$ cat src/rtl/potato_pkg.sv
// Shared types and defaults for the Potato-2 control unit.
// Loop states, instruction encodings and default widths.
package potato_pkg;

    typedef enum logic [1:0] {
        RUN,
        SKIP,
        REVERSE,
        FAULT
    } loop_state_e;

    typedef enum logic [2:0] {
        OP_INC,
        OP_DEC,
        OP_LEFT,
        OP_RIGHT,
        OP_OUT,
        OP_IN,
        OP_OPEN,
        OP_CLOSE
    } op_e;

    localparam int PC_WIDTH_DEF    = 8;
    localparam int STACK_DEPTH_DEF = 4;
    localparam int CTR_WIDTH_DEF   = 16;

    function automatic int depth_w(input int depth);
        return $clog2(depth + 1);
    endfunction

endpackage

$ cat src/rtl/potato2_loop_unit_if.sv
// Decode/execute-side bundle of the loop unit.
// master: instruction decode + execution controller; slave: loop unit.
interface potato2_loop_unit_if
    import potato_pkg::*;
#(
    parameter int PC_WIDTH    = PC_WIDTH_DEF,
    parameter int STACK_DEPTH = STACK_DEPTH_DEF
);

    localparam int DW = depth_w(STACK_DEPTH);

    logic                Step;
    logic                Open;
    logic                Close;
    logic                ZeroFlag;
    logic [PC_WIDTH-1:0] Pc;
    logic                SkipCmd;
    logic                Reverse;
    logic [DW-1:0]       Depth;
    logic                Fault;

    modport master (
        output Step, Open, Close, ZeroFlag,
        input  Pc, SkipCmd, Reverse, Depth, Fault
    );

    modport slave (
        input  Step, Open, Close, ZeroFlag,
        output Pc, SkipCmd, Reverse, Depth, Fault
    );

endinterface

$ cat src/rtl/loop_stack.sv
// Return-address LIFO for taken loops.
// Reset clears the count only; entries are don't-care.
module loop_stack #(
    parameter int WIDTH = 8,
    parameter int DEPTH = 4,
    localparam int CW = $clog2(DEPTH + 1),
    localparam int IW = (DEPTH > 1) ? $clog2(DEPTH) : 1
) (
    input  logic             Clock,
    input  logic             Reset_n,
    input  logic             push,
    input  logic             pop,
    input  logic [WIDTH-1:0] push_data,
    output logic [WIDTH-1:0] top,
    output logic             full,
    output logic             empty,
    output logic [CW-1:0]    count
);

    logic [WIDTH-1:0] mem [2**IW];
    logic [CW-1:0]    count_q;
    logic [IW-1:0]    wr_idx;
    logic [IW-1:0]    rd_idx;

    assign wr_idx = count_q[IW-1:0];
    assign rd_idx = wr_idx - IW'(1);
    assign full   = (count_q == CW'(DEPTH));
    assign empty  = (count_q == '0);
    assign count  = count_q;
    assign top    = mem[rd_idx];

    always_ff @(posedge Clock) begin
        if (push && !full) begin
            mem[wr_idx] <= push_data;
        end
    end

    always_ff @(posedge Clock) begin
        if (!Reset_n) begin
            count_q <= '0;
        end else if (push && !full) begin
            count_q <= count_q + CW'(1);
        end else if (pop && !empty) begin
            count_q <= count_q - CW'(1);
        end
    end

endmodule

$ cat src/rtl/potato2_loop_unit.sv
// Potato-2 loop/PC unit: stack-first `]` jumps with
// bracket-scan fallback once loops spill past the stack.
module potato2_loop_unit
    import potato_pkg::*;
#(
    parameter int PC_WIDTH    = PC_WIDTH_DEF,
    parameter int STACK_DEPTH = STACK_DEPTH_DEF,
    parameter int CTR_WIDTH   = CTR_WIDTH_DEF
) (
    input  logic                Clock,
    input  logic                Reset_n,
    potato2_loop_unit_if.slave  bus
);

    localparam int DW = depth_w(STACK_DEPTH);

    loop_state_e          state_q, state_d;
    logic [PC_WIDTH-1:0]  pc_q, pc_d;
    logic [PC_WIDTH-1:0]  pc_inc, pc_dec;
    logic [PC_WIDTH-1:0]  top;
    logic [CTR_WIDTH-1:0] ctr_q, ctr_d;
    logic [CTR_WIDTH-1:0] spill_q, spill_d;
    logic                 push, pop;
    logic                 full, empty;
    logic [DW-1:0]        count;
    logic                 trap;
    logic                 ctr_max, spill_max;

    loop_stack #(
        .WIDTH (PC_WIDTH),
        .DEPTH (STACK_DEPTH)
    ) u_stack (
        .Clock     (Clock),
        .Reset_n   (Reset_n),
        .push      (push),
        .pop       (pop),
        .push_data (pc_inc),
        .top       (top),
        .full      (full),
        .empty     (empty),
        .count     (count)
    );

    assign pc_inc    = pc_q + PC_WIDTH'(1);
    assign pc_dec    = pc_q - PC_WIDTH'(1);
    assign ctr_max   = (ctr_q == '1);
    assign spill_max = (spill_q == '1);

    always_ff @(posedge Clock) begin
        if (!Reset_n) begin
            state_q <= RUN;
            pc_q    <= '0;
            ctr_q   <= '0;
            spill_q <= '0;
        end else begin
            state_q <= state_d;
            pc_q    <= pc_d;
            ctr_q   <= ctr_d;
            spill_q <= spill_d;
        end
    end

    always_comb begin
        state_d = state_q;
        pc_d    = pc_q;
        ctr_d   = ctr_q;
        spill_d = spill_q;
        push    = 1'b0;
        pop     = 1'b0;
        trap    = 1'b0;
        if (bus.Step && state_q != FAULT) begin
            if (bus.Open && bus.Close) begin
                trap = 1'b1;
            end else begin
                unique case (state_q)
                    RUN: begin
                        unique case (1'b1)
                            bus.Open: begin
                                pc_d = pc_inc;
                                if (bus.ZeroFlag) begin
                                    ctr_d   = CTR_WIDTH'(1);
                                    state_d = SKIP;
                                end else if (!full) begin
                                    push = 1'b1;
                                end else if (spill_max) begin
                                    trap = 1'b1;
                                end else begin
                                    spill_d = spill_q + CTR_WIDTH'(1);
                                end
                            end
                            bus.Close: begin
                                // spilled loops are innermost: check spill first
                                if (bus.ZeroFlag) begin
                                    pc_d = pc_inc;
                                    if (spill_q != '0) begin
                                        spill_d = spill_q - CTR_WIDTH'(1);
                                    end else if (!empty) begin
                                        pop = 1'b1;
                                    end else begin
                                        trap = 1'b1;
                                    end
                                end else if (spill_q != '0) begin
                                    ctr_d   = CTR_WIDTH'(1);
                                    state_d = REVERSE;
                                    pc_d    = pc_dec;
                                end else if (!empty) begin
                                    pc_d = top;
                                end else begin
                                    trap = 1'b1;
                                end
                            end
                            default: pc_d = pc_inc;
                        endcase
                    end
                    SKIP: begin
                        pc_d = pc_inc;
                        unique case (1'b1)
                            bus.Open: begin
                                if (ctr_max) begin
                                    trap = 1'b1;
                                end else begin
                                    ctr_d = ctr_q + CTR_WIDTH'(1);
                                end
                            end
                            bus.Close: begin
                                ctr_d = ctr_q - CTR_WIDTH'(1);
                                if (ctr_q == CTR_WIDTH'(1)) begin
                                    state_d = RUN;
                                end
                            end
                            default: ;
                        endcase
                    end
                    REVERSE: begin
                        pc_d = pc_dec;
                        unique case (1'b1)
                            bus.Close: begin
                                if (ctr_max) begin
                                    trap = 1'b1;
                                end else begin
                                    ctr_d = ctr_q + CTR_WIDTH'(1);
                                end
                            end
                            bus.Open: begin
                                ctr_d = ctr_q - CTR_WIDTH'(1);
                                if (ctr_q == CTR_WIDTH'(1)) begin
                                    state_d = RUN;
                                    pc_d    = pc_inc;
                                end
                            end
                            default: ;
                        endcase
                    end
                    default: ;
                endcase
            end
        end
        // a fault freezes everything at its pre-step value
        if (trap) begin
            state_d = FAULT;
            pc_d    = pc_q;
            ctr_d   = ctr_q;
            spill_d = spill_q;
            push    = 1'b0;
            pop     = 1'b0;
        end
    end

    assign bus.Pc      = pc_q;
    assign bus.SkipCmd = (state_q == SKIP) || (state_q == REVERSE);
    assign bus.Reverse = (state_q == REVERSE);
    assign bus.Depth   = count;
    assign bus.Fault   = (state_q == FAULT);

endmodule

$ cat src/flat_wrapper.sv
// flat-port wrapper written by rule: the top's interface ports become plain ports
module potato2_loop_unit_flat import potato_pkg::*;
#(
    parameter int PC_WIDTH    = PC_WIDTH_DEF,
    parameter int STACK_DEPTH = STACK_DEPTH_DEF,
    parameter int CTR_WIDTH   = CTR_WIDTH_DEF
)
  (Clock, Reset_n, bus_Step, bus_Open, bus_Close, bus_ZeroFlag, bus_Pc, bus_SkipCmd, bus_Reverse, bus_Depth, bus_Fault);
  potato2_loop_unit_if #(.PC_WIDTH(PC_WIDTH), .STACK_DEPTH(STACK_DEPTH)) bus_i ();
  input  logic Clock;
  input  logic Reset_n;
  input wire logic [$bits(bus_i.Step)-1:0] bus_Step;
  input wire logic [$bits(bus_i.Open)-1:0] bus_Open;
  input wire logic [$bits(bus_i.Close)-1:0] bus_Close;
  input wire logic [$bits(bus_i.ZeroFlag)-1:0] bus_ZeroFlag;
  output wire logic [$bits(bus_i.Pc)-1:0] bus_Pc;
  output wire logic [$bits(bus_i.SkipCmd)-1:0] bus_SkipCmd;
  output wire logic [$bits(bus_i.Reverse)-1:0] bus_Reverse;
  output wire logic [$bits(bus_i.Depth)-1:0] bus_Depth;
  output wire logic [$bits(bus_i.Fault)-1:0] bus_Fault;
  assign bus_i.Step = bus_Step;
  assign bus_i.Open = bus_Open;
  assign bus_i.Close = bus_Close;
  assign bus_i.ZeroFlag = bus_ZeroFlag;
  assign bus_Pc = bus_i.Pc;
  assign bus_SkipCmd = bus_i.SkipCmd;
  assign bus_Reverse = bus_i.Reverse;
  assign bus_Depth = bus_i.Depth;
  assign bus_Fault = bus_i.Fault;
  potato2_loop_unit #(.PC_WIDTH(PC_WIDTH), .STACK_DEPTH(STACK_DEPTH), .CTR_WIDTH(CTR_WIDTH)) u_core (.Clock(Clock), .Reset_n(Reset_n), .bus(bus_i));
endmodule
$ cat config.mk
export PLATFORM = sky130hd
export DESIGN_NAME = potato2_loop_unit_flat
export DESIGN_NICKNAME = d
export VERILOG_FILES = /design/src/rtl/potato_pkg.sv /design/src/rtl/potato2_loop_unit_if.sv /design/src/rtl/loop_stack.sv /design/src/rtl/potato2_loop_unit.sv /design/src/flat_wrapper.sv
export SDC_FILE = /design/constraint.sdc
export NUM_CORES = 1
export LEC_CHECK = 0
export CELL_PAD_IN_SITES_DETAIL_PLACEMENT = 0
export CELL_PAD_IN_SITES_GLOBAL_PLACEMENT = 1
export CORE_MARGIN = 4
export CORE_UTILIZATION = 50
export CTS_BUF_LIST = sky130_fd_sc_hd__clkbuf_4
export CTS_CLUSTER_DIAMETER = 60
export CTS_CLUSTER_SIZE = 20
export DETAILED_ROUTE_END_ITERATION = 10
export HOLD_SLACK_MARGIN = 0.12
export PLACE_DENSITY_LB_ADDON = 0.05
export SLEW_MARGIN = 0
export SYNTH_ARGS = -nofsm -noshare
export SYNTH_HDL_FRONTEND = slang
export SYNTH_SLANG_ARGS = --single-unit
$ cat constraint.sdc
create_clock -name Clock -period 3.9 [get_ports Clock]
set_input_delay 0.78 -clock Clock [delete_from_list [all_inputs] [get_ports Clock]]
set_output_delay 0.78 -clock Clock [all_outputs]
set_load 0.02 [all_outputs]
Run 1, power grid:
Scale bar: 20 um. Pins as bars on the die edge. Tap cells in gray.
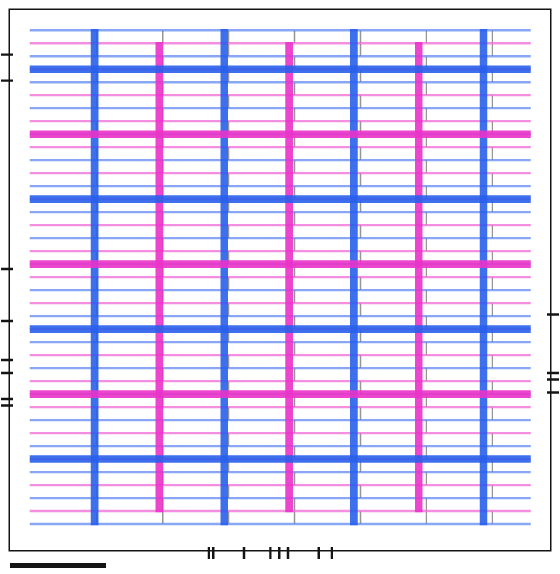
color	net
blue	VSS
magenta	VDD
met1 rails	39
tap cells	140
rows	38

Run 1, cell classes on the final placement:
Fill, decap, tap and diode cells in gray.
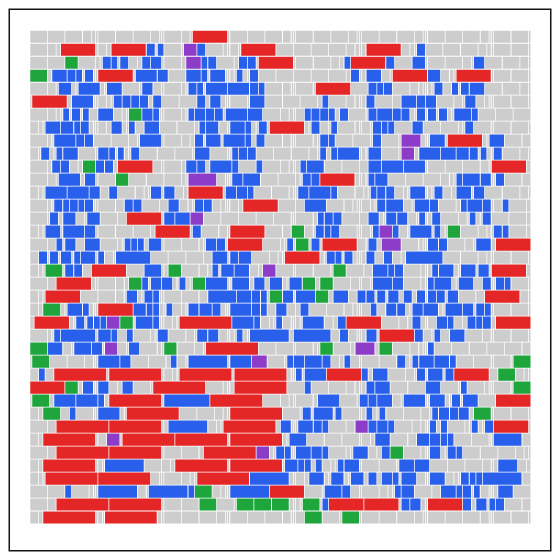
color	class	cells	share of their area
blue	remaining logic cells	503	59%
red	registers	77	33%
purple	clock drivers and dummy loads	16	2.5%
green	remaining buffers and delay cells	40	6.1%

==> datasheet_impl.txt, run 1 <==
Characteristics after synthesis and place and route

Parameter                              Value

Status
  Status    completed

Setup path
  Crit path cell chain    inv_1 > ha_1 > clkdlybuf4s50_1
  Critical path startpoint    u_core.state_q[1]
  CP max FO    16
  Sort of element at the end of the critical path    primary output
  Reg-to-reg slack, setup    around 0.90 ns
  Critical path class    reg2out
  FF-to-FF End    u_core.ctr_q[7]
  Worst reg2reg path depth    9
  Slowest stage delay, CP    around 0.73 ns
  Kind of launch point of the worst setup path    register
  WP data arrival    2.43 ns
  Top delay family on crit path    buffers and inverters
  Reg-to-Reg Start    u_core.ctr_q[4]
  WP buf/inv    2
  Required time of the worst setup path    between 3 and 4 ns
  Cell count along the critical path    3

Global route
  Number of antenna violations at the first check in global routing    0
  Busiest layer in global routing    met2
  Overflow left after global routing    0
  Met2 track utilization from global routing    around a third
  Met1 routing resource usage after global routing    34.00%
  Wire length of the first global-routing pass    between 20000 and 25000 um
  Global routing usage on met3    under 10%
  Largest net degree at the start of global routing    25
  All-Layer GR Usage    23.13%
  Vias in the first global route    ~4600

Placed design
  Placed Cells    approximately 760
  Post-DP Area    around 5700 um^2
  HPWL after detailed placement    10040 um
  Placer Congestion    0.8783
  Pre-CTS setup slack    between 0.3 and 0.4 ns
  Tally of buffers added on design ports    19

Floorplan
  Starting density of the core    between 50% and 60%
  Total die area    around 13000 um^2
  Top-level port count    20
  Number of tapcells    about 140
  Overall die height    ~110 um

Finish
  Clk_buf instances    9
  Number of flip-flops in the largest register    32
  Combined flip-flop and latch cell area    ~1900 um^2
  Clk tree area frac    under 10%
  Diode insertion count for antenna repair    0
  Combinational share of cell area    55.11%
  Final sequential cell count    ~77
  Top cell excl fill/tap    nand2_1
  Commonest cells after routing, fill and taps aside    62 x nand2_1, 60 x a21oi_1, 45 x dfxtp_1, 43 x nor2_1, 41 x o21ai_0
  Fin util    a little over half
  Plain + repair buffers    approximately 40
  Fraction of layout cells with a size suffix above 1    approximately a tenth
  Dominant kind of cell by area    logic gates
  Signal buffers share of area    approximately 6%
  Top Registers    u_core.u_stack.mem: 32 flops, u_core.ctr_q: 16 flops, u_core.spill_q: 16 flops
  Number of non-clock inverters in the layout    28
  Area added between synthesis and finish    6.305%
  Combinational Gates    about 480
  Gate Area    between 3000 and 4000 um^2
  Post-layout net count    between 600 and 700
  Fill cell instance count of the final layout    1027
  Post-route cell area    5864 um^2

CTS
  Post-CTS setup buffers    0
  Clock tree from TritonCTS    yes
  Number of buffers added to fix hold violations after cts    0
  Clock latency on the worst-skew pair    between 0.4 and 0.5 ns
  Clock-pin slew of the registers on the worst-case setup and hold paths    roughly 0.16 ns
  CTS H-tree lvls    3
  Number of CTS-inserted buffers    9
  CTS Sinks    about 77
  CTS-repair resized insts    0
  Number of buffers between clock root and the deepest sink    2
  CTS root buffer    clkbuf_4

Power and ir drop
  Clock network power share    a little under a fifth
  Worst VDD drop    0.2904 mV
  Power drawn by the clock network    510 uW
  Total power per unit cell area    roughly 450 nW/um^2
  Sw power    1.152 mW
  Part of the power in combinational logic    a little over two fifths
  Standby leakage power    around 2.1 nW
  Share of total power consumed by net switching    between 40 and 50%
  Main power group    combinational cells
  Reported sequential group power    roughly 990 uW
  Total power    roughly 2.7 mW
  Power of the combinational group    roughly 1.2 mW
  Sequential power share    37.1%

Yosys
  Proportion of synthesized chip area in sequential cells    about a third
  Most numerous cell types in the synthesized netlist    62 x nand2_1, 60 x a21oi_1, 45 x dfxtp_1
  Basic Gates by Area    between 20% and 30%
  Number of instances in the synthesized netlist    slightly above 600
  Post-synthesis cell count from yosys    619
  Adder-Cell Fraction of Synth Area    between 6 and 7%
  Yosys cell types    approximately 79
  Yosys chip area    between 5000 and 6000 um^2
  Top_reg_cell synth    dfxtp_1
  Top cell type by instance count after synthesis    nand2_1
  Xor and xnor area share after synthesis    about 5%
  Synth Area per Inst    roughly 8.9 um^2
  Warning count from the yosys run    0
  Top cells, area    edfxtp_1 17%, dfxtp_1 16%, ha_1 6.1%, a21oi_1 5.4%, nand2_1 4.2%
  Post-Syn Nets    654
  Post-synthesis sequential element count    77
  Mapped Area    between 5000 and 6000 um^2
  Multiplexer fraction of the synthesized cell area    just under 5%
  And-or/or-and share of the synthesized area    roughly a fifth

Flow run
  Stage-log warning count    35
  Max-cap check violation count    0

STA
  Ratio of final minimum period to clock period    between 80% and 90%
  Setup repair after global routing missed its margin    false
  Max transition margin    7.186%
  Measured slew at the worst slew-check pin    around 1.4 ns
  Final Hold Vio Count    0
  Final-report setup violation count    0
  Crit path setup slack, layout    roughly 0.7 ns
  Final critical-path required period    approximately 3.2 ns
  Fmax achieved    a little over 300 MHz
  Final slew viol count    0
  Setup tns final    0 ns

Route
  DR pass1 iterations    6
  Via density per instance    approximately 6
  Uppermost metal layer occupied by signal nets    met4
  Met1 layer wirelength in the final routing    approximately 7000 um
  Total wire length after detailed routing    roughly 14000 um
  Average routed wire per standard cell    about 18 um
  Via count of the routed design    4776
  DRC errors left    0
  1st-iter DRT viols    ~400
  Wire length on met2    6338 um

Min path
  Tightest Hold Check Type    reg2reg
  Cells on Worst Hold Path    2
  Hold Path Sink    u_core.spill_q[15]
Run 1, I/O nets highlighted:
Scale bar: 20 um.
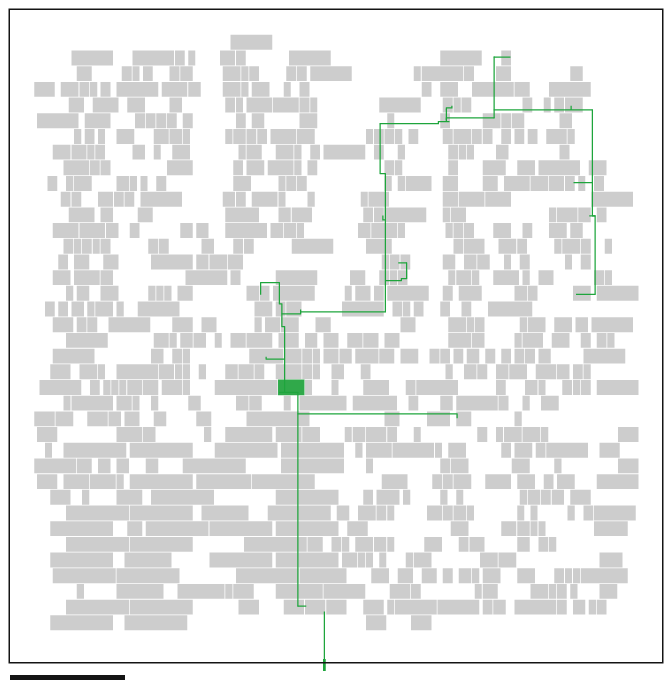
color	port	bits	direction	edge	end cells	buffers	wire
green	`bus_SkipCmd`	1	output	bottom	1	1	264 um

Run 1, placed standard cells:
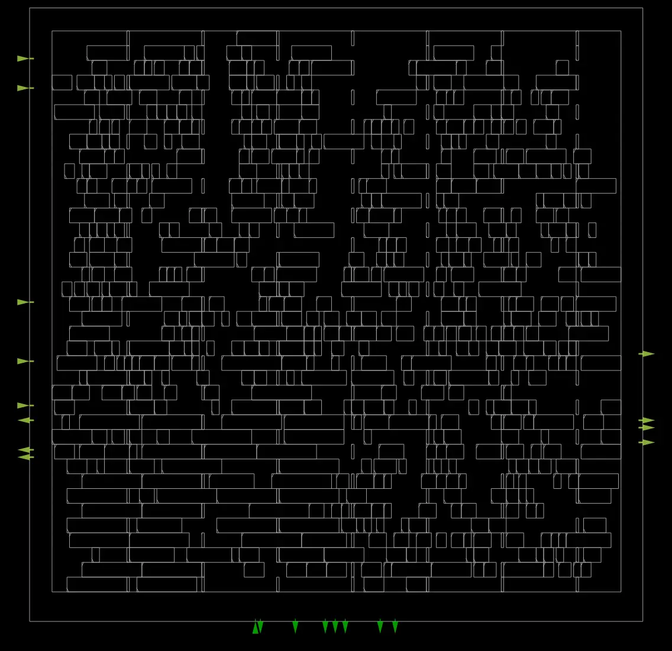
core outline area: 10840 um^2
non-filler cells, final: 776
placement row count: 38

Run 1, signal metal coverage by tile:
The die is cut into 23 by 23 equal tiles; dark blue is low, red is high, scaled to the fullest tile. Values are wire area over tile area, all layers added.
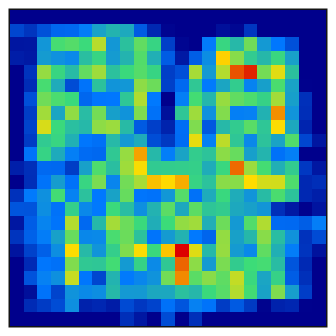

==> run 2, diff against run 1 <==
--- a/config.mk
+++ b/config.mk
@@ -8,7 +8,7 @@
 export CELL_PAD_IN_SITES_DETAIL_PLACEMENT = 0
 export CELL_PAD_IN_SITES_GLOBAL_PLACEMENT = 1
 export CORE_MARGIN = 4
-export CORE_UTILIZATION = 50
+export CORE_UTILIZATION = 45
 export CTS_BUF_LIST = sky130_fd_sc_hd__clkbuf_4
 export CTS_CLUSTER_DIAMETER = 60
 export CTS_CLUSTER_SIZE = 20
==> constraint.sdc (replaced) <==
create_clock -name Clock -period 2.72 [get_ports Clock]
set_input_delay 0.544 -clock Clock [delete_from_list [all_inputs] [get_ports Clock]]
set_output_delay 0.544 -clock Clock [all_outputs]
set_load 0.02 [all_outputs]
Run 2, signal metal coverage by tile:
The die is cut into 24 by 24 equal tiles; dark blue is low, red is high, scaled to the fullest tile. Values are wire area over tile area, all layers added.
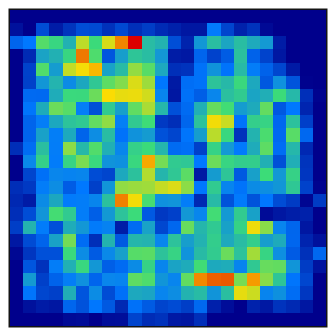
mean over tiles	0.17
nearly empty tiles	14%
densest ninth of the die	center

==> run 2 against run 1 <==
Clock power rose by 51%. Sequential power rose by 42%. Largest power group unchanged. Sequential share of layout area fell by 2.7 points. Utilization fell by 0.49 points.
==> datasheet_impl.txt, run 2 <==
Characteristics after synthesis and place and route

Parameter                              Value

Finish
  Clk tree area frac    2.274% (-0.16 points)
  Dominant kind of cell by area    logic gates
  Number of flip-flops in the largest register    32 (unchanged)
  Fill cell instance count of the final layout    1128 (+9.8%)
  Signal buffers share of area    13.80% (+7.9 points)
  Post-route cell area    6439 um^2 (+9.8%)
  Commonest cells after routing, fill and taps aside    85 x buf_4, 62 x nand2_1, 60 x a21oi_1, 43 x nor2_1, 42 x dfxtp_1
  Clk_buf instances    9 (unchanged)
  Fin util    53.60% (-0.49 points)
  Number of non-clock inverters in the layout    28 (unchanged)
  Final sequential cell count    77 (unchanged)
  Non-filler cells, final    850 (+9.5%)
  Combined flip-flop and latch cell area    1868 um^2 (+0.34%)
  Top cell excl fill/tap    buf_4
  Fraction of layout cells with a size suffix above 1    20.06% (+9.4 points)
  Gate Area    3247 um^2 (+0.46%)
  Top Registers    u_core.u_stack.mem: 32 flops, u_core.ctr_q: 16 flops, u_core.spill_q: 16 flops
  Diode insertion count for antenna repair    0 (unchanged)
  Combinational share of cell area    50.43% (-4.7 points)
  Area added between synthesis and finish    16.72%
  Combinational Gates    475 (unchanged)

Power and ir drop
  Worst VDD drop    0.3261 mV (+12%)
  Clock network power share    19.3% (+0.2 points)
  Part of the power in combinational logic    45.6% (+1.9 points)
  Power of the combinational group    1.82 mW (+56%)
  Main power group    combinational cells
  Sequential power share    35.1% (-2.0 points)
  Sw power    1.698 mW (+47%)
  Share of total power consumed by net switching    42.63% (-0.58 points)
  Internal Power    between 2 and 2.5 mW
  Total power    3.984 mW (+49%)
  Total power per unit cell area    618.7 nW/um^2 (+36%)
  Reported sequential group power    1.40 mW (+42%)
  Standby leakage power    2.460 nW (+17%)
  Power drawn by the clock network    768 uW (+51%)

Global route
  Overflow left after global routing    0 (unchanged)
  Wire length of the first global-routing pass    24760 um (+4.7%)
  Global routing usage on met3    4.450% (+0.81 points)
  Number of antenna violations at the first check in global routing    1 (+1)
  Met2 track utilization from global routing    33.18% (-2.1 points)
  Busiest layer in global routing    met2
  Met1 routing resource usage after global routing    31.40% (-2.6 points)
  Largest net degree at the start of global routing    40 (+60%)

Placed design
  Post-DP Area    6277 um^2 (+9.7%)
  Placed Cells    834 (+9.7%)
  Placer Congestion    0.8519 (-3.0%)
  Tally of buffers added on design ports    19 (unchanged)
  HPWL after detailed placement    10860 um (+8.2%)
  Pre-CTS setup slack    -0.4693 ns (-0.7893 ns)

Floorplan
  Core outline area    12010 um^2 (+11%)
  Overall die height    118.7 um (+5.0%)
  Top-level port count    20 (unchanged)
  Number of tapcells    147 (+5.0%)

Yosys
  Post-Syn Nets    654 (unchanged)
  Post-synthesis sequential element count    77 (unchanged)
  Basic Gates by Area    20.96% (unchanged)
  Warning count from the yosys run    0 (unchanged)
  Share of flip-flops with an asynchronous set or reset    0%
  And-or/or-and share of the synthesized area    20.73% (unchanged)
  Proportion of synthesized chip area in sequential cells    33.75% (unchanged)
  Yosys chip area    5517 um^2 (unchanged)
  Top cell type by instance count after synthesis    nand2_1
  Post-synthesis cell count from yosys    619 (unchanged)
  Multiplexer fraction of the synthesized cell area    4.967% (unchanged)
  Most numerous cell types in the synthesized netlist    62 x nand2_1, 60 x a21oi_1, 45 x dfxtp_1
  Top_reg_cell synth    dfxtp_1
  Mapped Area    5517 um^2 (unchanged)
  Number of instances in the synthesized netlist    619 (unchanged)
  Yosys cell types    79 (unchanged)
  Xor and xnor area share after synthesis    5.081% (unchanged)
  Synth Area per Inst    8.912 um^2 (unchanged)
  Adder-Cell Fraction of Synth Area    6.850% (unchanged)

CTS
  Number of CTS-inserted buffers    9 (unchanged)
  CTS-repair resized insts    0 (unchanged)
  Clock latency on the worst-skew pair    0.50 ns (+0.03 ns)
  Number of buffers between clock root and the deepest sink    2 (unchanged)
  Clock-pin slew of the registers on the worst-case setup and hold paths    0.16 ns (about the same)
  CTS H-tree lvls    3 (unchanged)
  Number of buffers added to fix hold violations after cts    0 (unchanged)
  CTS Sinks    77 (unchanged)
  CTS root buffer    clkbuf_4
  Clock tree from TritonCTS    yes

Setup path
  CP max FO    4 (-12)
  Critical path class    reg2reg
  Top delay family on crit path    simple AND/OR/NAND/NOR gates
  Kind of launch point of the worst setup path    register
  Worst reg2reg path depth    10 (+1)
  Reg-to-reg slack, setup    0.12 ns (-0.78 ns)
  Slowest stage delay, CP    0.45 ns (-0.28 ns)
  Cell count along the critical path    10 (+7)
  Sort of element at the end of the critical path    register
  WP buf/inv    1 (-1)
  Required time of the worst setup path    3.12 ns (about the same)
  FF-to-FF End    u_core.u_stack.count[1]
  Crit path cell chain    nor4_1 > and4_1 > a32o_1 > a32oi_2 > o21a_1 > and2_1 > inv_1 > fa_1 > mux2i_1 > nor2_1
  WP data arrival    3.01 ns (+0.58 ns)
  Reg-to-Reg Start    u_core.spill_q[7]

STA
  Measured slew at the worst slew-check pin    0.5418 ns (-0.8288 ns)
  Setup tns final    0 ns (unchanged)
  Final Hold Vio Count    0 (unchanged)
  Fmax achieved    just under 400 MHz
  Max transition margin    63.37% (+56 points)
  Final critical-path required period    between 2 and 3 ns
  Ratio of final minimum period to clock period    between 90% and 100%
  Final slew viol count    0 (unchanged)
  Final-report setup violation count    0 (unchanged)

Status
  Status    completed

Route
  Total wire length after detailed routing    14860 um (+5.3%)
  1st-iter DRT viols    444 (+14%)
  Uppermost metal layer occupied by signal nets    met5
  Via density per instance    5.871 (-4.6%)
  Met1 layer wirelength in the final routing    7304 um (+4.9%)
  Average routed wire per standard cell    17.49 um (-3.9%)
  DR pass1 iterations    5 (-1)
  DRC errors left    0 (unchanged)
  Via count of the routed design    4990 (+4.5%)
  Wire length on met2    6704 um (+5.8%)

Min path
  Tightest Hold Check Type    reg2reg

Flow run
  Max-cap check violation count    0 (unchanged)
Run 2, I/O nets highlighted:
Scale bar: 20 um.
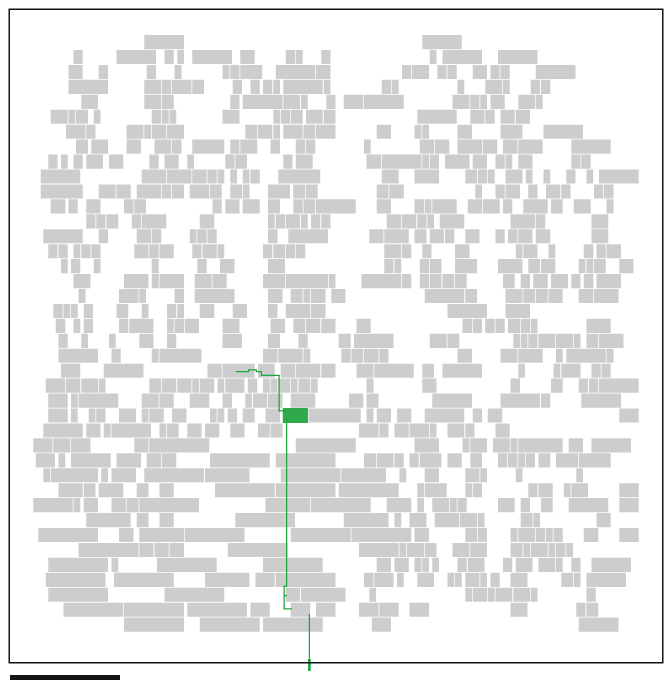
color	port	bits	direction	edge	end cells	buffers	wire
green	`bus_SkipCmd`	1	output	bottom	1	1	62.0 um

Run 2, cell classes on the final placement:
Fill, decap, tap and diode cells in gray.
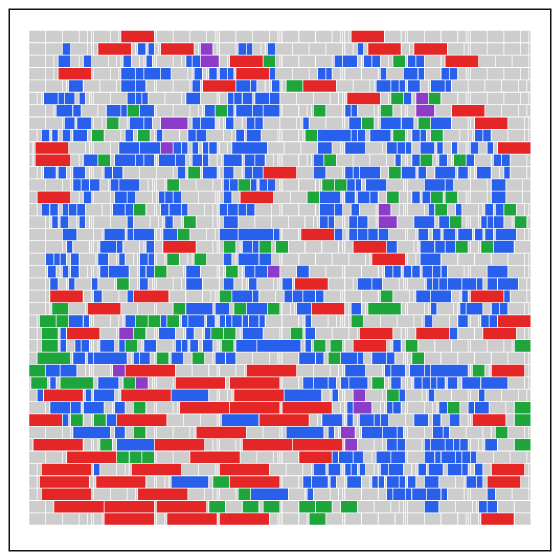

==> run 3, diff against run 2 <==
--- a/config.mk
+++ b/config.mk
@@ -5,14 +5,13 @@
 export SDC_FILE = /design/constraint.sdc
 export NUM_CORES = 1
 export LEC_CHECK = 0
-export CELL_PAD_IN_SITES_DETAIL_PLACEMENT = 0
-export CELL_PAD_IN_SITES_GLOBAL_PLACEMENT = 1
 export CORE_MARGIN = 4
-export CORE_UTILIZATION = 45
+export CORE_UTILIZATION = 55
 export CTS_BUF_LIST = sky130_fd_sc_hd__clkbuf_4
 export CTS_CLUSTER_DIAMETER = 60
 export CTS_CLUSTER_SIZE = 20
 export DETAILED_ROUTE_END_ITERATION = 10
+export GPL_ROUTABILITY_DRIVEN = 1
 export HOLD_SLACK_MARGIN = 0.12
 export PLACE_DENSITY_LB_ADDON = 0.05
 export SLEW_MARGIN = 0
Run 3, cell classes on the final placement:
Fill, decap, tap and diode cells in gray.
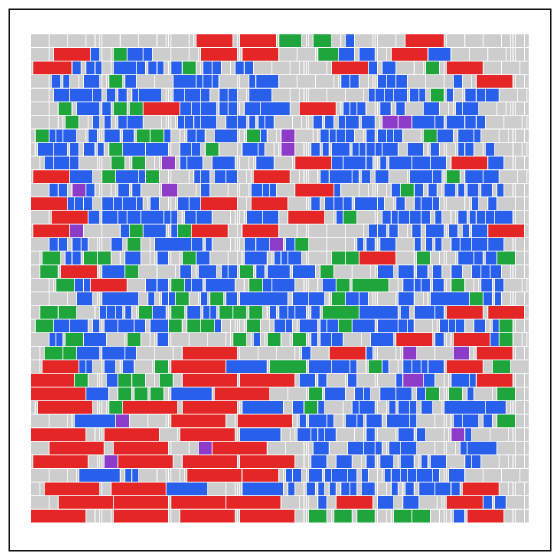
color	class	cells	share of their area
purple	clock drivers and dummy loads	16	2.1%
green	remaining buffers and delay cells	98	13%
red	registers	77	30%
blue	remaining logic cells	503	54%

==> run 3 against run 2 <==
Worst setup slack lost 0.0095 ns. Combinational power is essentially flat. Clock power shrank 12%. Die area shrank 17%. Critical path depth grew 2. Sequential power is essentially flat. Via count grew 0.14%. Sequential share of layout area grew 0.41 points. Largest power group unchanged.
==> datasheet_impl.txt, run 3 <==
Characteristics after synthesis and place and route

Parameter                              Value

Status
  Status    completed

Yosys
  Yosys cell types    79 (unchanged)
  Top_reg_cell synth    dfxtp_1
  Xor and xnor area share after synthesis    5.081% (unchanged)
  Basic Gates by Area    20.96% (unchanged)
  Post-Syn Nets    654 (unchanged)
  Most numerous cell types in the synthesized netlist    62 x nand2_1, 60 x a21oi_1, 45 x dfxtp_1
  Warning count from the yosys run    0 (unchanged)
  Number of instances in the synthesized netlist    619 (unchanged)
  Post-synthesis sequential element count    77 (unchanged)
  Mapped Area    5517 um^2 (unchanged)
  Adder-Cell Fraction of Synth Area    6.850% (unchanged)
  Top cell type by instance count after synthesis    nand2_1

STA
  Measured slew at the worst slew-check pin    0.5201 ns (-0.02162 ns)
  Ratio of final minimum period to clock period    96.08% (+0.35 points)
  Final critical-path required period    2.613 ns (+0.009496 ns)
  Final Hold Vio Count    0 (unchanged)
  Max transition margin    65.07% (+1.7 points)

CTS
  Clock tree from TritonCTS    yes
  Number of buffers added to fix hold violations after cts    0 (unchanged)
  CTS Sinks    77 (unchanged)
  CTS H-tree lvls    3 (unchanged)
  Clock latency on the worst-skew pair    0.46 ns (-0.04 ns)
  Clock-pin slew of the registers on the worst-case setup and hold paths    0.13 ns (-0.03 ns)

Finish
  Top cell excl fill/tap    buf_4
  Signal buffers share of area    13.02% (-0.78 points)
  Fraction of layout cells with a size suffix above 1    19.45% (-0.60 points)
  Combinational share of cell area    51.27% (+0.84 points)
  Fill cell instance count of the final layout    854 (-24%)
  Number of non-clock inverters in the layout    28 (unchanged)
  Combined flip-flop and latch cell area    1869 um^2 (about the same)
  Fin util    64.99% (+11 points)
  Clk tree area frac    2.009% (-0.26 points)
  Final sequential cell count    77 (unchanged)
  Top Registers    u_core.u_stack.mem: 32 flops, u_core.ctr_q: 16 flops, u_core.spill_q: 16 flops
  Post-route cell area    6352 um^2 (-1.3%)
  Diode insertion count for antenna repair    0 (unchanged)
  Dominant kind of cell by area    logic gates
  Clk_buf instances    10 (+1)
  Non-filler cells, final    827 (-2.7%)

Placed design
  Placed Cells    811 (-2.8%)
  Pre-CTS setup slack    -0.4380 ns (+0.03133 ns)
  HPWL after detailed placement    9900 um (-8.8%)
  Placer Congestion    0.9060 (+6.4%)

Global route
  Largest net degree at the start of global routing    36 (-10%)
  Busiest layer in global routing    met2
  Met1 routing resource usage after global routing    34.81% (+3.4 points)
  Overflow left after global routing    0 (unchanged)
  Global routing usage on met3    5.672% (+1.2 points)

Setup path
  Worst reg2reg path depth    10 (unchanged)
  Critical path class    in2reg
  Cell count along the critical path    12 (+2)
  WP data arrival    2.95 ns (-0.06 ns)
  Reg-to-reg slack, setup    0.17 ns (+0.05 ns)
  Sort of element at the end of the critical path    register
  WP buf/inv    3 (+2)
  Slowest stage delay, CP    0.47 ns (+0.02 ns)
  FF-to-FF End    u_core.u_stack.count[1]

Route
  Average routed wire per standard cell    16.69 um (-4.5%)
  Wire length on met2    6269 um (-6.5%)
  Via density per instance    6.042 (+2.9%)
  1st-iter DRT viols    324 (-27%)
  DRC errors left    0 (unchanged)

Floorplan
  Core outline area    9774 um^2 (-19%)
  Overall die height    108.2 um (-8.9%)
  Top-level port count    20 (unchanged)

Power and ir drop
  Power drawn by the clock network    677 uW (-12%)
  Clock network power share    17.4% (-1.9 points)
  Total power per unit cell area    612.1 nW/um^2 (-1.1%)
  Total power    3.888 mW (-2.4%)
  Main power group    combinational cells
  Standby leakage power    2.421 nW (-1.6%)
  Internal Power    2.282 mW (-0.16%)
  Worst VDD drop    0.5110 mV (+57%)
  Power of the combinational group    1.82 mW (about the same)

Flow run
  Max-cap check violation count    0 (unchanged)

Min path
  Tightest Hold Check Type    reg2reg
Run 3, signal metal coverage by tile:
The die is cut into 22 by 22 equal tiles; dark blue is low, red is high, scaled to the fullest tile. Values are wire area over tile area, all layers added.
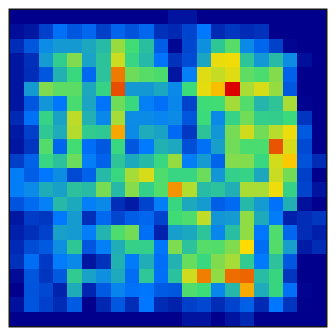
fullest tile	0.63
mean over tiles	0.19
emptiest ninth of the die	lower left

Power figures rest on the tool's default switching activity, not on a simulated workload.
